`src/rtl/kgen_pkg.sv`:
```
// Shared types and the base-coefficient lookup for the edge-kernel generator.
// Scharr tables exist only when KGEN_SCHARR_EN is defined; otherwise mode 2 aliases Sobel.
package kgen_pkg;

    typedef enum logic [1:0] {
        MODE_SOBEL   = 2'd0,
        MODE_PREWITT = 2'd1,
        MODE_SCHARR  = 2'd2,
        MODE_RSVD    = 2'd3
    } mode_e;

    typedef enum logic [1:0] {
        ST_IDLE = 2'd0,
        ST_GEN  = 2'd1,
        ST_DONE = 2'd2
    } state_e;

    localparam logic [4:0] LAST_ELEM = 5'd17;
    localparam logic [4:0] N_TAP     = 5'd9;

    // Every kernel is separable: a difference term [1 0 -1] along one axis times a smoothing term.
    function automatic logic signed [4:0] base_coef(input logic axis, input mode_e mode,
                                                    input logic [3:0] idx);
        logic [3:0]        rc;
        logic [1:0]        d_pos;
        logic [1:0]        s_pos;
        logic signed [4:0] diff;
        logic signed [4:0] smooth;
        case (idx)
            4'd0:    rc = 4'b00_00;
            4'd1:    rc = 4'b00_01;
            4'd2:    rc = 4'b00_10;
            4'd3:    rc = 4'b01_00;
            4'd4:    rc = 4'b01_01;
            4'd5:    rc = 4'b01_10;
            4'd6:    rc = 4'b10_00;
            4'd7:    rc = 4'b10_01;
            4'd8:    rc = 4'b10_10;
            default: rc = 4'b00_00;
        endcase
        d_pos = axis ? rc[3:2] : rc[1:0];
        s_pos = axis ? rc[1:0] : rc[3:2];
        if (d_pos == 2'd0)      diff = 5'sd1;
        else if (d_pos == 2'd2) diff = -5'sd1;
        else                    diff = 5'sd0;
        case (mode)
            MODE_PREWITT: smooth = 5'sd1;
`ifdef KGEN_SCHARR_EN
            MODE_SCHARR:  smooth = (s_pos == 2'd1) ? 5'sd10 : 5'sd3;
`endif
            default:      smooth = (s_pos == 2'd1) ? 5'sd2 : 5'sd1;
        endcase
        return diff * smooth;
    endfunction

endpackage

```
`src/rtl/kgen_coef_rom.sv`:
```
// Combinational base-coefficient lookup (axis, mode, raster index -> signed 5-bit).
// Contents depend on KGEN_SCHARR_EN through kgen_pkg::base_coef.
module kgen_coef_rom
    import kgen_pkg::*;
(
    input  logic              axis,
    input  mode_e             mode,
    input  logic [3:0]        idx,
    output logic signed [4:0] base
);

    assign base = base_coef(axis, mode, idx);

endmodule

```
`src/rtl/kernel_coef_gen.sv`:
```
// Streams 18 scaled edge-kernel coefficients (X then Y) and fills a registered bank.
// Optional Scharr support via KGEN_SCHARR_EN.  States: IDLE wait start | GEN stream | DONE pulse done.
module kernel_coef_gen
    import kgen_pkg::*;
#(
    parameter int SCALE_W = 4,
    parameter int COEF_W  = 9
) (
    input  logic                          clk,
    input  logic                          rst,
    input  logic                          start,
    input  logic [SCALE_W-1:0]            scale,
    input  logic [1:0]                    mode,
    output logic                          busy,
    output logic                          done,
    output logic                          coef_valid,
    input  logic                          coef_ready,
    output logic [COEF_W-1:0]             coef_data,
    output logic                          coef_axis,
    output logic [3:0]                    coef_idx,
    output logic [0:2][0:2][COEF_W-1:0]   outx,
    output logic [0:2][0:2][COEF_W-1:0]   outy,
    output logic                          kernel_valid
);

    localparam int PROD_W = SCALE_W + 6;

    state_e              state;
    logic [4:0]          cnt;
    logic [SCALE_W-1:0]  scale_q;
    mode_e               mode_q;

    logic [4:0]               lk_cnt;
    logic                     lk_axis;
    logic [3:0]               lk_idx;
    mode_e                    lk_mode;
    logic [SCALE_W-1:0]       lk_scale;
    logic signed [4:0]        base;
    logic signed [PROD_W-1:0] prod_full;
    logic [COEF_W-1:0]        coef_next;

    // Look ahead to the element that will be presented after the next edge.
    always_comb begin
        lk_cnt    = (state == ST_IDLE) ? 5'd0 : cnt + 5'd1;
        lk_axis   = (lk_cnt >= N_TAP);
        lk_idx    = lk_axis ? 4'(lk_cnt - N_TAP) : lk_cnt[3:0];
        lk_mode   = (state == ST_IDLE) ? mode_e'(mode) : mode_q;
        lk_scale  = (state == ST_IDLE) ? scale : scale_q;
        prod_full = PROD_W'(base) * PROD_W'($signed({1'b0, lk_scale}));
        coef_next = COEF_W'(prod_full);
    end

    kgen_coef_rom u_rom (
        .axis (lk_axis),
        .mode (lk_mode),
        .idx  (lk_idx),
        .base (base)
    );

    always_ff @(posedge clk or posedge rst) begin
        if (rst) begin
            state        <= ST_IDLE;
            cnt          <= '0;
            scale_q      <= '0;
            mode_q       <= MODE_SOBEL;
            busy         <= 1'b0;
            done         <= 1'b0;
            coef_valid   <= 1'b0;
            coef_data    <= '0;
            coef_axis    <= 1'b0;
            coef_idx     <= '0;
            outx         <= '0;
            outy         <= '0;
            kernel_valid <= 1'b0;
        end else begin
            done <= 1'b0;
            case (state)
                ST_IDLE: begin
                    if (start) begin
                        state        <= ST_GEN;
                        scale_q      <= scale;
                        mode_q       <= mode_e'(mode);
                        cnt          <= '0;
                        busy         <= 1'b1;
                        coef_valid   <= 1'b1;
                        kernel_valid <= 1'b0;
                        coef_data    <= coef_next;
                        coef_axis    <= lk_axis;
                        coef_idx     <= lk_idx;
                    end
                end
                ST_GEN: begin
                    if (coef_ready) begin
                        for (int r = 0; r < 3; r++) begin
                            for (int c = 0; c < 3; c++) begin
                                if (coef_idx == 4'(r * 3 + c)) begin
                                    if (coef_axis) outy[r][c] <= coef_data;
                                    else           outx[r][c] <= coef_data;
                                end
                            end
                        end
                        if (cnt == LAST_ELEM) begin
                            state        <= ST_DONE;
                            cnt          <= '0;
                            coef_valid   <= 1'b0;
                            done         <= 1'b1;
                            kernel_valid <= 1'b1;
                        end else begin
                            cnt       <= cnt + 5'd1;
                            coef_data <= coef_next;
                            coef_axis <= lk_axis;
                            coef_idx  <= lk_idx;
                        end
                    end
                end
                ST_DONE: begin
                    state <= ST_IDLE;
                    busy  <= 1'b0;
                end
                default: begin
                    state      <= ST_IDLE;
                    busy       <= 1'b0;
                    coef_valid <= 1'b0;
                end
            endcase
        end
    end

endmodule

```
`config.mk`:
```
export PLATFORM = sky130hd
export DESIGN_NAME = kernel_coef_gen
export DESIGN_NICKNAME = d
export VERILOG_FILES = /design/src/rtl/kgen_pkg.sv /design/src/rtl/kgen_coef_rom.sv /design/src/rtl/kernel_coef_gen.sv
export SDC_FILE = /design/constraint.sdc
export NUM_CORES = 1
export LEC_CHECK = 0
export CORE_UTILIZATION = 50
export CTS_CLUSTER_SIZE = 24
export DETAILED_ROUTE_END_ITERATION = 10
export PLACE_DENSITY = 0.8
export SLEW_MARGIN = 20
export SYNTH_ARGS = -nofsm -noshare
export SYNTH_HDL_FRONTEND = slang
export SYNTH_SLANG_ARGS = --single-unit
```
`constraint.sdc`:
```
create_clock -name clk -period 8.35 [get_ports clk]
set_input_delay 1.2525 -clock clk [delete_from_list [all_inputs] [get_ports clk]]
set_output_delay 1.2525 -clock clk [all_outputs]
set_load 0.02 [all_outputs]
```
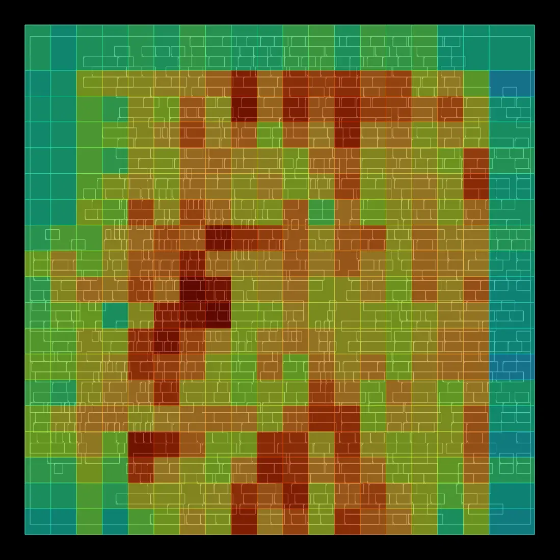
Figure 1: run 1, routing congestion map.
GRT Max-Usage Layer: met2
Total Routing Usage GR: 24.9%
GR Util met3: 3.99%

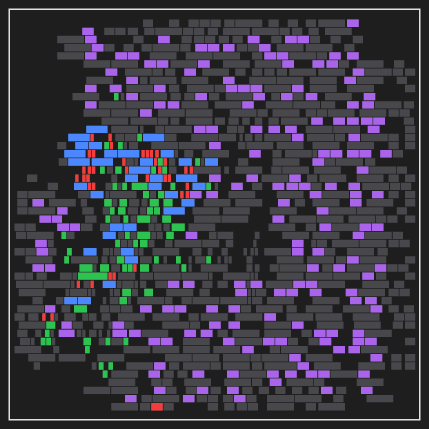
Figure 2: run 1, selected gate families.
(3 px per um)
Key: blue = fa/ha/maj cells [cells 34, most used ha_1]; purple = mux cells [cells 180, most used mux2_2, where all over the die]; red = inv cells [cells 38, most used inv_1]; green = aoi and oai cells [cells 65, most used o21ai_0]

==> metrics.csv, run 1 <==
stage,metric,value,unit
critical_path,crit_top_cell,ha_1,
floorplanning,core,0.0175,mm2
critical_path,timing.rr.end,coef_data[8],
yosys,mux_share,22.5,%
final_timing,final_max_slew_viol_count,0,
floorplanning,die_h,136,um
yosys,syn_inst,686,
yosys,flop_cell,dfrtp_1,
clocking,holdBufCountCts,0,
power_and_ir_drop,ir_drop,0.211,mV
power_and_ir_drop,p_sw_share,39.1,%
yosys,synthXorXnorAreaFrac,1.15,%
yosys,top_logic_kind,multiplexers,
cells_and_area,seq_share,41.4,%
worst_hold_path,hold_class,flip-flop to flip-flop,
critical_path,reg2regPathDepth,29,
cells_and_area,diodes,0,
power_and_ir_drop,p_per_area,361,mW/mm2
power_and_ir_drop,power.switching,1.64,mW
clocking,cts_resized,0,
cells_and_area,area_growth,29.3,%
clocking,post-cts-setup-buffers,0,
yosys,top_area_share,53.5,%
routing,drt-met1-wl,9320,um
yosys,avgSynthCellArea,13.2,um2
clocking,path_clk_slew,0.07,ns
clocking,cts.sinks,193,
grt,use_met2,42.0,%
routing,vias,6164,
routing,drc_errors,0,
critical_path,startpoint_type,flip-flop,
cells_and_area,top_regs,"outx: 81 flops, outy: 81 flops, coef_data: 9 flops",
critical_path,slowest_delay,0.52,ns
yosys,yosysUniqueCellTypes,75,
yosys,synth-warning-count,0,
grt,grt_pass1_vias,6220,
yosys,edf_count,0,
critical_path,crit_fanout,10,
floorplanning,ios,190,
cells_and_area,inv_count,38,
grt,grt_pass1_wl,34500,um
power_and_ir_drop,top_power_group,combinational logic,
cells_and_area,clock_buffers,18,
yosys,ys_ff,193,
cells_and_area,clock_area_share,5.04,%
final_timing,relSlewSlack,39.1,%
power_and_ir_drop,pwr-share-seq,35.2,%
floorplanning,rows,48,
critical_path,worstSetupPathDepth,29,
cells_and_area,final_layout_top_logic_cells,"193 x dfrtp_1, 189 x clkdlybuf4s50_1, 172 x mux2_2",
cells_and_area,regArea,0.00483,mm2
yosys,synthArstFlopShare,100,%
worst_hold_path,hold-path-cell-count,1,
yosys,synth.area.top_cells,"dfrtp_1 54%, mux2_2 21%, ha_1 3.3%, fa_1 2.2%, inv_1 1.5%",
cells_and_area,n_fill_cell,1274,
final_timing,worst_slew_pin_slew,0.914,ns
cells_and_area,stdcell_count,1101,
cells_and_area,final_area,0.0117,mm2
routing,route.met2.wl,11200,um
final_timing,min_period,7.24,ns
job,warnings,34,
clocking,clock_latency,0.44,ns
cells_and_area,comb_area_share,33.4,%
worst_hold_path,whs_endpoint,kernel_valid,
cells_and_area,comb_area,0.00389,mm2
critical_path,crit_start,cnt[0],
cells_and_area,comb_cells,420,
yosys,yosysTopAreaCell,dfrtp_1,
clocking,htree_levels,4,
final_timing,hold_violations,0,
critical_path,slowest_stage,fa_1,
final_timing,fin_tns_setup,0,ns
yosys,syn_nets,730,
cells_and_area,lay_top_count,dfrtp_1,
outcome,outcome,"complete, no violations",
cells_and_area,dominant-cell-class,sequential cells,
final_timing,whs,0.476,ns
clocking,cts-root-buf,clkbuf_16,
power_and_ir_drop,powerComb,1.92,mW
routing,drt-initial-drc-count,409,
final_timing,min_period_over_period,86.7,%
routing,wl,22100,um
placed_design,post-place-cells,1069,
floorplanning,dieArea,0.0186,mm2
grt,use_met1,31.5,%
critical_path,arrival,7.61,ns
clocking,cts_buffer_depth,2,
power_and_ir_drop,p_seq,1.48,mW
critical_path,criticalPathCategory,flip-flop to flip-flop,
grt,overflow,0,
cells_and_area,bufAreaShareNonClock,16.5,%
floorplanning,n_tap_cell,225,
floorplanning,die_w,136,um
job,drv_cap,0,
yosys,ys_cells,686,
final_timing,max_freq,138,MHz
yosys,synthSimpleGateAreaFrac,7.88,%
yosys,ys_sh_adder,5.55,%
routing,ant_nets,0,
critical_path,rrSetupSlack,1.11,ns
placed_design,dp_hpwl,15900,um
clocking,cts_buffers,17,
critical_path,crit_buf_inv,3,
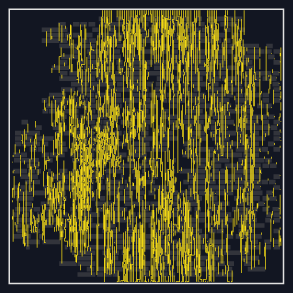
Figure 3: run 1, signal wires on met2.
(2 px per um)
The longest straight run is 41.1 um. The wires run mostly vertical. 848 nets have wire on it.

--- run 2 (diff from run 1) ---
--- a/config.mk
+++ b/config.mk
@@ -9,7 +9,7 @@
 export CTS_CLUSTER_SIZE = 24
 export DETAILED_ROUTE_END_ITERATION = 10
 export PLACE_DENSITY = 0.8
-export SLEW_MARGIN = 20
+export SLEW_MARGIN = 25
 export SYNTH_ARGS = -nofsm -noshare
 export SYNTH_HDL_FRONTEND = slang
 export SYNTH_SLANG_ARGS = --single-unit
==> run 2 against run 1 <==
Net effect: critical path depth unchanged; synthesized cell count unchanged; register-to-register slack about the same; power unchanged; sequential power about the same; synthesized area unchanged; design area unchanged; worst setup slack unchanged; clock-buffer cell count unchanged; flip-flop count unchanged; maximum frequency unchanged; critical path type unchanged.
==> metrics.csv, run 2 <==
stage,metric,value,unit,change
yosys,synthXorXnorAreaFrac,1.15,%,unchanged
power_and_ir_drop,powerComb,1.92,mW,about the same
cells_and_area,clock_buffers,18,,unchanged
yosys,ys_cells,686,,unchanged
final_timing,final_max_slew_viol_count,0,,unchanged
grt,grt_pass1_wl,34500,um,unchanged
cells_and_area,top_regs,"outx: 81 flops, outy: 81 flops, coef_data: 9 flops",,unchanged
critical_path,startpoint_type,flip-flop,,unchanged
yosys,yosysTopAreaCell,dfrtp_1,,unchanged
final_timing,min_period_over_period,86.7,%,unchanged
placed_design,post-place-cells,1069,,unchanged
floorplanning,die_w,136,um,unchanged
worst_hold_path,hold-path-cell-count,1,,unchanged
yosys,avgSynthCellArea,13.2,um2,unchanged
critical_path,reg2regPathDepth,29,,unchanged
grt,grt.total_usage,24.9,%,unchanged
yosys,synthSimpleGateAreaFrac,7.88,%,unchanged
power_and_ir_drop,ir_drop,0.211,mV,unchanged
power_and_ir_drop,p_seq,1.48,mW,about the same
floorplanning,core,0.0175,mm2,unchanged
clocking,cts_buffer_depth,2,,unchanged
critical_path,crit_start,cnt[0],,unchanged
critical_path,crit_buf_inv,3,,unchanged
routing,drt-initial-drc-count,409,,unchanged
final_timing,worst_slew_pin_slew,0.914,ns,unchanged
clocking,cts-root-buf,clkbuf_16,,unchanged
grt,top_usage_layer,met2,,unchanged
grt,grt_pass1_vias,6220,,unchanged
cells_and_area,dominant-cell-class,sequential cells,,unchanged
yosys,mux_share,22.5,%,unchanged
clocking,path_clk_slew,0.07,ns,about the same
cells_and_area,seq_share,41.4,%,unchanged
power_and_ir_drop,p_per_area,361,mW/mm2,unchanged
yosys,ys_ff,193,,unchanged
yosys,synth.area.top_cells,"dfrtp_1 54%, mux2_2 21%, ha_1 3.3%, fa_1 2.2%, inv_1 1.5%",,unchanged
cells_and_area,comb_area,0.00389,mm2,unchanged
routing,ant_nets,0,,unchanged
final_timing,hold_violations,0,,unchanged
cells_and_area,bufAreaShareNonClock,16.5,%,unchanged
clocking,holdBufCountCts,0,,unchanged
critical_path,crit_top_cell,ha_1,,unchanged
floorplanning,die_h,136,um,unchanged
cells_and_area,comb_cells,420,,unchanged
routing,viasPerCell,5.60,,unchanged
critical_path,slowest_stage,fa_1,,unchanged
yosys,yosysUniqueCellTypes,75,,unchanged
yosys,syn_inst,686,,unchanged
critical_path,crit_fanout,10,,unchanged
critical_path,criticalPathCategory,flip-flop to flip-flop,,unchanged
routing,vias,6164,,unchanged
job,warnings,34,,unchanged
worst_hold_path,whs_endpoint,kernel_valid,,unchanged
yosys,top_logic_kind,multiplexers,,unchanged
cells_and_area,comb_area_share,33.4,%,unchanged
yosys,syn_nets,730,,unchanged
floorplanning,rows,48,,unchanged
clocking,clock_latency,0.44,ns,about the same
cells_and_area,inv_count,38,,unchanged
clocking,cts_buffers,17,,unchanged
clocking,cts.sinks,193,,unchanged
routing,drt-met1-wl,9320,um,unchanged
outcome,outcome,"complete, no violations",,unchanged
final_timing,fin_tns_setup,0,ns,unchanged
critical_path,slowest_delay,0.52,ns,about the same
cells_and_area,lay_top_count,dfrtp_1,,unchanged
floorplanning,ios,190,,unchanged
clocking,htree_levels,4,,unchanged
final_timing,whs,0.476,ns,unchanged
yosys,edf_count,0,,unchanged
grt,grt_util_met3,3.99,%,unchanged
routing,drc_errors,0,,unchanged
critical_path,rrSetupSlack,1.11,ns,about the same
grt,overflow,0,,unchanged
floorplanning,n_tap_cell,225,,unchanged
critical_path,timing.rr.end,coef_data[8],,unchanged
cells_and_area,clock_area_share,5.04,%,unchanged
power_and_ir_drop,top_power_group,combinational logic,,unchanged
job,drv_cap,0,,unchanged
yosys,top_area_share,53.5,%,unchanged
final_timing,min_period,7.24,ns,unchanged
critical_path,arrival,7.61,ns,about the same
power_and_ir_drop,pwr-share-seq,35.2,%,about the same
clocking,post-cts-setup-buffers,0,,unchanged
routing,route.met2.wl,11200,um,unchanged
floorplanning,dieArea,0.0186,mm2,unchanged
final_timing,relSlewSlack,39.1,%,unchanged
critical_path,worstSetupPathDepth,29,,unchanged
cells_and_area,regArea,0.00483,mm2,unchanged
yosys,synth-warning-count,0,,unchanged
power_and_ir_drop,power.switching,1.64,mW,unchanged
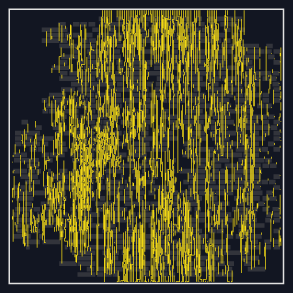
Figure 4: run 2, signal wires on met2.
(2 px per um)
848 nets have wire on it. The layer carries 11200 um of wire. The layer holds 51% of the routed length. The longest straight run is 41.1 um. The wires run mostly vertical.

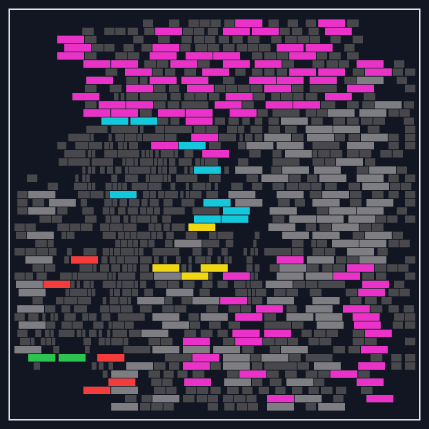
Figure 5: run 2, sequential cells grouped by signal name.
(3 px per um)
Key: cyan = coef_data [sequential cells 9, where centre]; magenta = outx [sequential cells 81, where all over the die]; green = state [sequential cells 2]; yellow = coef_idx [sequential cells 4]; red = cnt [sequential cells 5, where south-west]

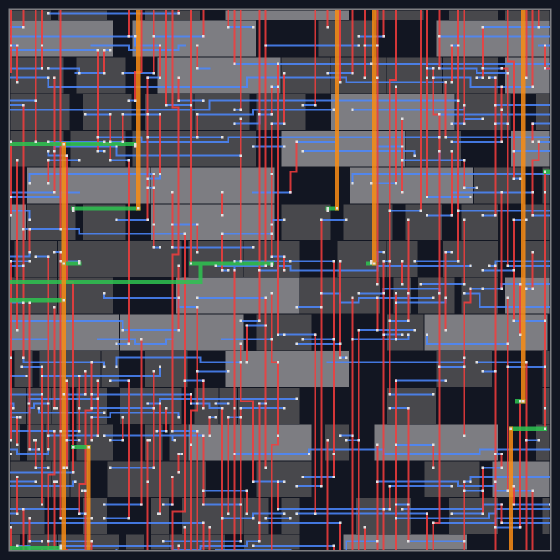
Figure 6: run 2, zoomed window.
Window x 48 to 88, y 75 to 115 um. Cells in grey, sequential cells in the stronger grey; small squares are vias.
Key: green = M3; orange = M4; red = M2; blue = M1
89 logic cells have their middle in the window. Netlist names of flops here include outx (13), coef_data (2), outy (2). Sequential cells in the window: 17. Most frequent: mux2_2 (18), dfrtp_1 (17), clkdlybuf4s50_1 (13).

--- run 3 (diff from run 2) ---
--- a/config.mk
+++ b/config.mk
@@ -6,6 +6,7 @@
 export NUM_CORES = 1
 export LEC_CHECK = 0
 export CORE_UTILIZATION = 50
+export CTS_BUF_LIST = sky130_fd_sc_hd__clkbuf_8 sky130_fd_sc_hd__clkbuf_16
 export CTS_CLUSTER_SIZE = 24
 export DETAILED_ROUTE_END_ITERATION = 10
 export PLACE_DENSITY = 0.8
==> run 3 against run 2 <==
Net effect: critical path depth stayed put; design area unchanged; clock skew stayed put; power stayed put; register-to-register slack barely moved; sequential power about the same; global-route usage did not move; die size unchanged; clock-buffer cell count unchanged; combinational power is essentially flat; largest power group unchanged; non-clock buffer count did not move.
==> metrics.csv, run 3 <==
stage,metric,value,unit,change
critical_path,startpoint_type,flip-flop,,unchanged
floorplanning,ios,190,,unchanged
grt,top_usage_layer,met2,,unchanged
yosys,synthArstFlopShare,100,%,unchanged
yosys,edf_count,0,,unchanged
floorplanning,rows,48,,unchanged
power_and_ir_drop,p_seq,1.48,mW,about the same
cells_and_area,comb_area,0.00389,mm2,unchanged
yosys,synth.area.top_cells,"dfrtp_1 54%, mux2_2 21%, ha_1 3.3%, fa_1 2.2%, inv_1 1.5%",,unchanged
grt,grt_pass1_wl,34500,um,unchanged
final_timing,fin_tns_setup,0,ns,unchanged
routing,drt-initial-drc-count,409,,unchanged
placed_design,dp_hpwl,15900,um,unchanged
grt,overflow,0,,unchanged
clocking,clock_latency,0.44,ns,about the same
final_timing,min_period,7.24,ns,unchanged
outcome,outcome,"complete, no violations",,unchanged
routing,ant_nets,0,,unchanged
final_timing,relSlewSlack,39.1,%,unchanged
routing,drc_errors,0,,unchanged
final_timing,min_period_over_period,86.7,%,unchanged
worst_hold_path,hold_class,flip-flop to flip-flop,,unchanged
power_and_ir_drop,p_sw_share,39.1,%,unchanged
grt,grt_pass1_vias,6220,,unchanged
yosys,yosysTopAreaCell,dfrtp_1,,unchanged
yosys,syn_nets,730,,unchanged
floorplanning,dieArea,0.0186,mm2,unchanged
routing,drt-met1-wl,9320,um,unchanged
final_timing,whs,0.476,ns,unchanged
job,warnings,34,,unchanged
cells_and_area,comb_cells,420,,unchanged
yosys,mux_share,22.5,%,unchanged
critical_path,reg2regPathDepth,29,,unchanged
floorplanning,die_h,136,um,unchanged
power_and_ir_drop,power.switching,1.64,mW,unchanged
cells_and_area,n_fill_cell,1274,,unchanged
cells_and_area,inv_count,38,,unchanged
job,drv_cap,0,,unchanged
final_timing,hold_violations,0,,unchanged
worst_hold_path,hold-path-cell-count,1,,unchanged
yosys,synthSimpleGateAreaFrac,7.88,%,unchanged
routing,route.met2.wl,11200,um,unchanged
cells_and_area,seq_share,41.4,%,unchanged
cells_and_area,area_growth,29.3,%,unchanged
cells_and_area,stdcell_count,1101,,unchanged
power_and_ir_drop,powerComb,1.92,mW,about the same
critical_path,crit_start,cnt[0],,unchanged
final_timing,worst_slew_pin_slew,0.914,ns,unchanged
yosys,top_area_share,53.5,%,unchanged
critical_path,worstSetupPathDepth,29,,unchanged
clocking,path_clk_slew,0.07,ns,about the same
cells_and_area,comb_area_share,33.4,%,unchanged
critical_path,crit_top_cell,ha_1,,unchanged
clocking,holdBufCountCts,0,,unchanged
final_timing,final_max_slew_viol_count,0,,unchanged
clocking,cts_buffer_depth,2,,unchanged
cells_and_area,bufAreaShareNonClock,16.5,%,unchanged
yosys,ys_cells,686,,unchanged
yosys,avgSynthCellArea,13.2,um2,unchanged
critical_path,crit_fanout,10,,unchanged
yosys,flop_cell,dfrtp_1,,unchanged
yosys,ys_sh_adder,5.55,%,unchanged
critical_path,slowest_stage,fa_1,,unchanged
clocking,cts-root-buf,clkbuf_16,,unchanged
yosys,yosysUniqueCellTypes,75,,unchanged
critical_path,rrSetupSlack,1.11,ns,about the same
floorplanning,n_tap_cell,225,,unchanged
yosys,ys_ff,193,,unchanged
power_and_ir_drop,top_power_group,combinational logic,,unchanged
routing,viasPerCell,5.60,,unchanged
cells_and_area,top_regs,"outx: 81 flops, outy: 81 flops, coef_data: 9 flops",,unchanged
placed_design,post-place-cells,1069,,unchanged
clocking,htree_levels,4,,unchanged
yosys,syn_inst,686,,unchanged
clocking,cts_resized,0,,unchanged
critical_path,criticalPathCategory,flip-flop to flip-flop,,unchanged
grt,grt.total_usage,24.9,%,unchanged
critical_path,arrival,7.61,ns,about the same
clocking,cts_buffers,17,,unchanged
cells_and_area,dominant-cell-class,sequential cells,,unchanged
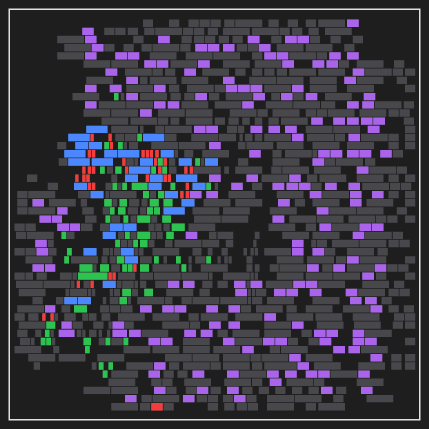
Figure 7: run 3, selected gate families.
(3 px per um)
Key: green = aoi and oai cells [cells 65, most used o21ai_0]; purple = mux cells [cells 180, most used mux2_2, where all over the die]; blue = fa/ha/maj cells [cells 34, most used ha_1]; red = inv cells [cells 38, most used inv_1]

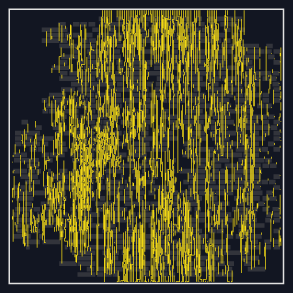
Figure 8: run 3, signal wires on met2.
(2 px per um)
848 nets have wire on it. The longest straight run is 41.1 um. The layer holds 51% of the routed length.
via count: 6164
drt total wl: 22100 um
grt met2 use: 42.0%

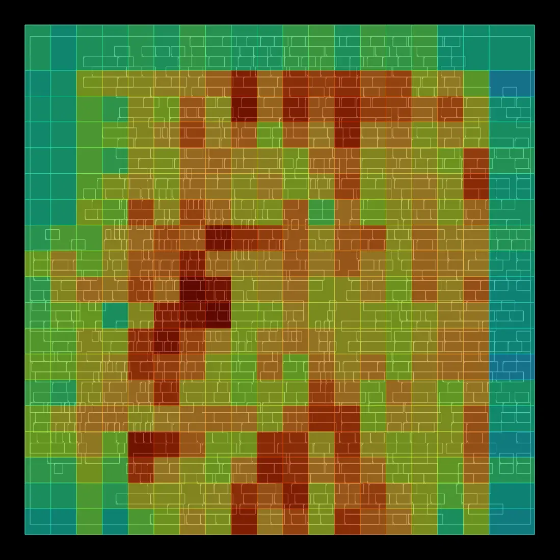
Figure 9: run 3, routing congestion map.
DR WL/cell: 20.1 um
grt met1 use: 31.5%
Final Core Density: 66.7%

Power is estimated from default activity; no workload was simulated.
